File: config.mk
export PLATFORM = sky130hd
export DESIGN_NAME = color_correction_matrix_flat
export DESIGN_NICKNAME = d
export VERILOG_FILES = /design/src/rtl/color_correction_matrix_if.sv /design/src/rtl/color_correction_matrix.sv /design/src/flat_wrapper.sv
export SDC_FILE = /design/constraint.sdc
export NUM_CORES = 2
export LEC_CHECK = 0
export CAP_MARGIN = 20
export CORE_ASPECT_RATIO = 0.9
export CORE_MARGIN = 1.5
export CORE_UTILIZATION = 47
export CTS_CLUSTER_DIAMETER = 50
export DETAILED_ROUTE_END_ITERATION = 7
export SLEW_MARGIN = 20
export SYNTH_ARGS = -nofsm -noshare
export SYNTH_HDL_FRONTEND = slang
export SYNTH_SLANG_ARGS = --single-unit
export TNS_END_PERCENT = 10
File: constraint.sdc
create_clock -name clk_i -period 58.8 [get_ports clk_i]
set_clock_uncertainty 0.1 [all_clocks]
set_input_delay 14.7 -clock clk_i [delete_from_list [all_inputs] [get_ports clk_i]]
set_output_delay 14.7 -clock clk_i [all_outputs]
set_load 0.01 [all_outputs]
File: src/rtl/color_correction_matrix_if.sv
// AXI4-Stream bundle shared by the video pipeline stages.
interface axi4_stream_if #(
  parameter int unsigned DATA_WIDTH = 32,
  parameter int unsigned ID_WIDTH   = 4,
  parameter int unsigned DEST_WIDTH = 4
) ();

  logic                    tvalid;
  logic                    tready;
  logic [DATA_WIDTH-1:0]   tdata;
  logic [DATA_WIDTH/8-1:0] tstrb;
  logic [DATA_WIDTH/8-1:0] tkeep;
  logic                    tlast;
  logic                    tuser;
  logic [ID_WIDTH-1:0]     tid;
  logic [DEST_WIDTH-1:0]   tdest;

  modport master (
    output tvalid, tdata, tstrb, tkeep, tlast, tuser, tid, tdest,
    input  tready
  );

  modport slave (
    input  tvalid, tdata, tstrb, tkeep, tlast, tuser, tid, tdest,
    output tready
  );

endinterface

File: src/rtl/color_correction_matrix.sv
// 3x3 colour correction matrix: out = M x in per pixel, signed fixed-point
// coefficients, round-half-up and saturate. Coefficients are staged in a
// shadow bank and swapped into the active bank on the SOF beat only.
module color_correction_matrix #(
  parameter int unsigned PX_WIDTH        = 10,
  parameter int unsigned FRACT_WIDTH     = 10,
  parameter int unsigned COEF_INT_WIDTH  = 3,
  parameter int unsigned ID_WIDTH        = 4,
  parameter int unsigned DEST_WIDTH      = 4,
  localparam int unsigned COEF_WIDTH     = COEF_INT_WIDTH + FRACT_WIDTH,
  localparam int unsigned TDATA_WIDTH    = ((3 * PX_WIDTH + 7) / 8) * 8
) (
  input  logic                         clk_i,
  input  logic                         rst_i,
  axi4_stream_if.slave                 video_i,
  axi4_stream_if.master                video_o,
  input  logic signed [COEF_WIDTH-1:0] coef_data_i,
  input  logic [3:0]                   coef_addr_i,
  input  logic                         coef_wr_i,
  input  logic                         coef_commit_i,
  output logic                         coef_pending_o
);

  localparam int unsigned KEEP_WIDTH = TDATA_WIDTH / 8;
  localparam int unsigned PROD_WIDTH = PX_WIDTH + COEF_WIDTH + 1;
  localparam int unsigned SUM_WIDTH  = PROD_WIDTH + 2;
  localparam int unsigned SIDE_WIDTH = 2 + 2 * KEEP_WIDTH + ID_WIDTH + DEST_WIDTH;
  localparam int unsigned NumCoef    = 9;

  localparam logic signed [COEF_WIDTH-1:0] CoefOne   = COEF_WIDTH'(2 ** FRACT_WIDTH);
  localparam logic signed [SUM_WIDTH:0]    RoundHalf = (SUM_WIDTH + 1)'(2 ** (FRACT_WIDTH - 1));
  localparam logic [PX_WIDTH-1:0]          PxMax     = '1;

  // Handshake / control
  logic en;
  logic accept;
  logic swap;
  logic pending_q, pending_d;

  // Coefficient banks
  logic signed [COEF_WIDTH-1:0] shadow_q [NumCoef];
  logic signed [COEF_WIDTH-1:0] active_q [NumCoef];
  logic signed [COEF_WIDTH-1:0] coef_sel [NumCoef];

  // Datapath
  logic signed [PX_WIDTH:0]       px_s   [3];
  logic signed [PROD_WIDTH-1:0]   prod_d [NumCoef];
  logic signed [PROD_WIDTH-1:0]   prod_q [NumCoef];
  logic signed [SUM_WIDTH-1:0]    sum_d  [3];
  logic signed [SUM_WIDTH-1:0]    sum_q  [3];
  logic [TDATA_WIDTH-1:0]         out_data_d, out_data_q;
  logic [PX_WIDTH-1:0]            ch_out [3];

  // Valids and sideband travelling with each beat
  logic                  s1_valid_q, s2_valid_q, out_valid_q;
  logic [SIDE_WIDTH-1:0] side_in, s1_side_q, s2_side_q, out_side_q;

  function automatic logic signed [COEF_WIDTH-1:0] ident_coef(input int unsigned idx);
    return (idx == 0 || idx == 4 || idx == 8) ? CoefOne : '0;
  endfunction

  // Round half up, arithmetic shift, then clamp to [0, 2^PX_WIDTH-1].
  function automatic logic [PX_WIDTH-1:0] round_sat(input logic signed [SUM_WIDTH-1:0] s);
    logic signed [SUM_WIDTH:0] t;
    t = {s[SUM_WIDTH-1], s} + RoundHalf;
    t = t >>> FRACT_WIDTH;
    if (t[SUM_WIDTH]) begin
      return '0;
    end else if (|t[SUM_WIDTH-1:PX_WIDTH]) begin
      return PxMax;
    end else begin
      return t[PX_WIDTH-1:0];
    end
  endfunction

  assign en     = video_o.tready | ~out_valid_q;
  assign accept = video_i.tvalid & en;
  assign swap   = accept & video_i.tuser & pending_q;

  assign video_i.tready = en;
  assign coef_pending_o = pending_q;

  assign side_in = {video_i.tlast, video_i.tuser, video_i.tstrb, video_i.tkeep,
                    video_i.tid, video_i.tdest};

  assign video_o.tvalid = out_valid_q;
  assign video_o.tdata  = out_data_q;
  assign {video_o.tlast, video_o.tuser, video_o.tstrb, video_o.tkeep,
          video_o.tid, video_o.tdest} = out_side_q;

  // Commit request is held until the next accepted SOF beat; a commit seen
  // while already pending (or on the swap beat itself) changes nothing.
  always_comb begin
    pending_d = pending_q;
    if (swap) begin
      pending_d = 1'b0;
    end else if (coef_commit_i) begin
      pending_d = 1'b1;
    end
  end

  // Coefficient banks: swap copies the pre-write shadow, then any write lands.
  always_ff @(posedge clk_i or posedge rst_i) begin
    if (rst_i) begin
      pending_q <= 1'b0;
      for (int unsigned i = 0; i < NumCoef; i++) begin
        shadow_q[i] <= ident_coef(i);
        active_q[i] <= ident_coef(i);
      end
    end else begin
      pending_q <= pending_d;
      if (swap) begin
        for (int unsigned i = 0; i < NumCoef; i++) begin
          active_q[i] <= shadow_q[i];
        end
      end
      if (coef_wr_i && (coef_addr_i < 4'd9)) begin
        shadow_q[coef_addr_i] <= coef_data_i;
      end
    end
  end

  // S1 operands: the swapping SOF beat already uses the shadow values.
  always_comb begin
    px_s[0] = $signed({1'b0, video_i.tdata[3*PX_WIDTH-1:2*PX_WIDTH]});  // R
    px_s[1] = $signed({1'b0, video_i.tdata[PX_WIDTH-1:0]});             // G
    px_s[2] = $signed({1'b0, video_i.tdata[2*PX_WIDTH-1:PX_WIDTH]});    // B
    for (int unsigned i = 0; i < NumCoef; i++) begin
      coef_sel[i] = swap ? shadow_q[i] : active_q[i];
    end
    for (int unsigned r = 0; r < 3; r++) begin
      for (int unsigned c = 0; c < 3; c++) begin
        prod_d[r*3+c] = PROD_WIDTH'(px_s[c]) * PROD_WIDTH'(coef_sel[r*3+c]);
      end
    end
  end

  // S2 operands: row sums of the registered products.
  always_comb begin
    for (int unsigned r = 0; r < 3; r++) begin
      sum_d[r] = SUM_WIDTH'(prod_q[r*3]) + SUM_WIDTH'(prod_q[r*3+1])
               + SUM_WIDTH'(prod_q[r*3+2]);
    end
  end

  // S3 operands: round/saturate each row and repack, pad bits zero.
  always_comb begin
    for (int unsigned r = 0; r < 3; r++) begin
      ch_out[r] = round_sat(sum_q[r]);
    end
    out_data_d = '0;
    out_data_d[3*PX_WIDTH-1:0] = {ch_out[0], ch_out[2], ch_out[1]};
  end

  // Three-stage pipeline; every stage (valids included) moves only on en.
  always_ff @(posedge clk_i or posedge rst_i) begin
    if (rst_i) begin
      s1_valid_q  <= 1'b0;
      s2_valid_q  <= 1'b0;
      out_valid_q <= 1'b0;
      s1_side_q   <= '0;
      s2_side_q   <= '0;
      out_side_q  <= '0;
      out_data_q  <= '0;
      for (int unsigned i = 0; i < NumCoef; i++) begin
        prod_q[i] <= '0;
      end
      for (int unsigned r = 0; r < 3; r++) begin
        sum_q[r] <= '0;
      end
    end else if (en) begin
      s1_valid_q  <= video_i.tvalid;
      s1_side_q   <= side_in;
      s2_valid_q  <= s1_valid_q;
      s2_side_q   <= s1_side_q;
      out_valid_q <= s2_valid_q;
      out_side_q  <= s2_side_q;
      out_data_q  <= out_data_d;
      for (int unsigned i = 0; i < NumCoef; i++) begin
        prod_q[i] <= prod_d[i];
      end
      for (int unsigned r = 0; r < 3; r++) begin
        sum_q[r] <= sum_d[r];
      end
    end
  end

endmodule

File: src/flat_wrapper.sv
// flat-port wrapper written by rule: the top's interface ports become plain ports
module color_correction_matrix_flat 
#(
  parameter int unsigned PX_WIDTH        = 10,
  parameter int unsigned FRACT_WIDTH     = 10,
  parameter int unsigned COEF_INT_WIDTH  = 3,
  parameter int unsigned ID_WIDTH        = 4,
  parameter int unsigned DEST_WIDTH      = 4,
  localparam int unsigned COEF_WIDTH     = COEF_INT_WIDTH + FRACT_WIDTH,
  localparam int unsigned TDATA_WIDTH    = ((3 * PX_WIDTH + 7) / 8) * 8
)
  (clk_i, rst_i, coef_data_i, coef_addr_i, coef_wr_i, coef_commit_i, coef_pending_o, video_i_tvalid, video_i_tdata, video_i_tstrb, video_i_tkeep, video_i_tlast, video_i_tuser, video_i_tid, video_i_tdest, video_i_tready, video_o_tvalid, video_o_tdata, video_o_tstrb, video_o_tkeep, video_o_tlast, video_o_tuser, video_o_tid, video_o_tdest, video_o_tready);
  axi4_stream_if #(.DATA_WIDTH((32)), .ID_WIDTH(ID_WIDTH), .DEST_WIDTH(DEST_WIDTH)) video_i_i ();
  axi4_stream_if #(.DATA_WIDTH((32)), .ID_WIDTH(ID_WIDTH), .DEST_WIDTH(DEST_WIDTH)) video_o_i ();
  input  logic clk_i;
  input  logic rst_i;
  input  logic signed [COEF_WIDTH-1:0] coef_data_i;
  input  logic [3:0] coef_addr_i;
  input  logic coef_wr_i;
  input  logic coef_commit_i;
  output logic coef_pending_o;
  input wire logic [$bits(video_i_i.tvalid)-1:0] video_i_tvalid;
  input wire logic [$bits(video_i_i.tdata)-1:0] video_i_tdata;
  input wire logic [$bits(video_i_i.tstrb)-1:0] video_i_tstrb;
  input wire logic [$bits(video_i_i.tkeep)-1:0] video_i_tkeep;
  input wire logic [$bits(video_i_i.tlast)-1:0] video_i_tlast;
  input wire logic [$bits(video_i_i.tuser)-1:0] video_i_tuser;
  input wire logic [$bits(video_i_i.tid)-1:0] video_i_tid;
  input wire logic [$bits(video_i_i.tdest)-1:0] video_i_tdest;
  output wire logic [$bits(video_i_i.tready)-1:0] video_i_tready;
  output wire logic [$bits(video_o_i.tvalid)-1:0] video_o_tvalid;
  output wire logic [$bits(video_o_i.tdata)-1:0] video_o_tdata;
  output wire logic [$bits(video_o_i.tstrb)-1:0] video_o_tstrb;
  output wire logic [$bits(video_o_i.tkeep)-1:0] video_o_tkeep;
  output wire logic [$bits(video_o_i.tlast)-1:0] video_o_tlast;
  output wire logic [$bits(video_o_i.tuser)-1:0] video_o_tuser;
  output wire logic [$bits(video_o_i.tid)-1:0] video_o_tid;
  output wire logic [$bits(video_o_i.tdest)-1:0] video_o_tdest;
  input wire logic [$bits(video_o_i.tready)-1:0] video_o_tready;
  assign video_i_i.tvalid = video_i_tvalid;
  assign video_i_i.tdata = video_i_tdata;
  assign video_i_i.tstrb = video_i_tstrb;
  assign video_i_i.tkeep = video_i_tkeep;
  assign video_i_i.tlast = video_i_tlast;
  assign video_i_i.tuser = video_i_tuser;
  assign video_i_i.tid = video_i_tid;
  assign video_i_i.tdest = video_i_tdest;
  assign video_i_tready = video_i_i.tready;
  assign video_o_tvalid = video_o_i.tvalid;
  assign video_o_tdata = video_o_i.tdata;
  assign video_o_tstrb = video_o_i.tstrb;
  assign video_o_tkeep = video_o_i.tkeep;
  assign video_o_tlast = video_o_i.tlast;
  assign video_o_tuser = video_o_i.tuser;
  assign video_o_tid = video_o_i.tid;
  assign video_o_tdest = video_o_i.tdest;
  assign video_o_i.tready = video_o_tready;
  color_correction_matrix #(.PX_WIDTH(PX_WIDTH), .FRACT_WIDTH(FRACT_WIDTH), .COEF_INT_WIDTH(COEF_INT_WIDTH), .ID_WIDTH(ID_WIDTH), .DEST_WIDTH(DEST_WIDTH)) u_core (.clk_i(clk_i), .rst_i(rst_i), .video_i(video_i_i), .video_o(video_o_i), .coef_data_i(coef_data_i), .coef_addr_i(coef_addr_i), .coef_wr_i(coef_wr_i), .coef_commit_i(coef_commit_i), .coef_pending_o(coef_pending_o));
endmodule
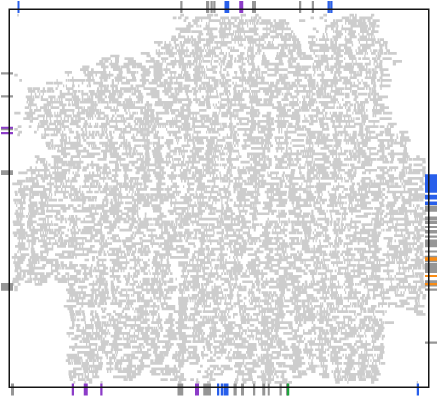
(I/O pins on the die edge)
(1 px per um) Pins as bars across the die edge, other pins in grey.
port	colour	pins	direction	edge
video_o_tdest	orange	4	output	east
video_o_tdata	blue	32	output	18 east, 7 south, 7 north
coef_data_i	purple	13	input	8 south, 3 north, 2 west
video_o_tready	green	1	input	south

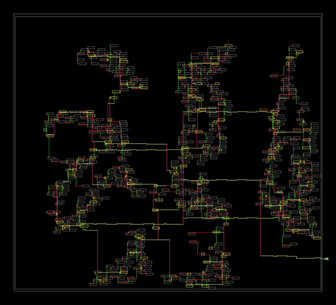
(the clock network)
FF+latch count: 589
# clk buffers: 101

==> reports/metrics.cfg <==
[yosys]
logic_family=adder cells
netlist.area_leader.share_pct=31.8
synth.avg_cell_area_um2=9.41
ys_warn_count=0
netlist_top_cells_count=inv_1, fa_1, nand2_1
top_cell=inv_1
synth.area.top_cells=fa_1, dfrtp_1, ha_1

[critical_path]
critPathMaxStageDelay_ns=0.64
cp_max_fo=65
crit_end=video_i_tready
reg2reg_to=u_core.prod_q[46]
slowest_stage=clkdlybuf4s50_1
critical_path.top_delay_family=buffers and inverters
timing.critical_path.mode_cell=clkdlybuf4s50_1
endpoint_kind=output port

[status]
outcome=finished clean

[sta]
fin_setup_tns_ns=0
rsz0062_at_grt=no
period_used_pct=52.9

[global_routing]
top_usage_layer=met2
grt_antenna_before_repair=11
grt_pass1_vias=53200
met3_usage_pct=2.74

[layout]
stdcell_area_mm2=0.0787
clock_cell_area_share_pct=3.72
finalNonFillerCells=9793
area_share_nonclk_buffers_pct=2.02
largest_reg_flops=216

[clock_tree]
clockBufferDepth=3
cts_buffers=82
clk-insertion-delay-late_ns=0.72

[detailed_routing]
wl_met1_um=76800
drt_iter0_drc=2540

[min_path]
worstHoldPathCells=2
min_to=u_core.out_side_q[13]

[die]
die_w_um=418

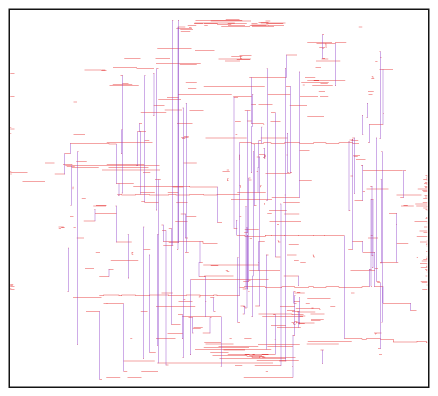
(metal layers overlaid)
(1 px per um) Only two layers are drawn.
layer	colour	wire length
M4	purple	7,520 um
M3	red	6,020 um
total wire length: 172,000 um
via count: 49,700

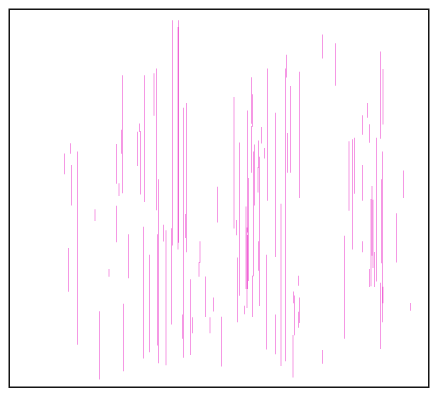
(M4 wires)
(1 px per um)
wire length on this layer	7,520 um
longest straight run	292 um
share of all routed wire	4.4%
nets with wire on the layer	66
main direction	vertical

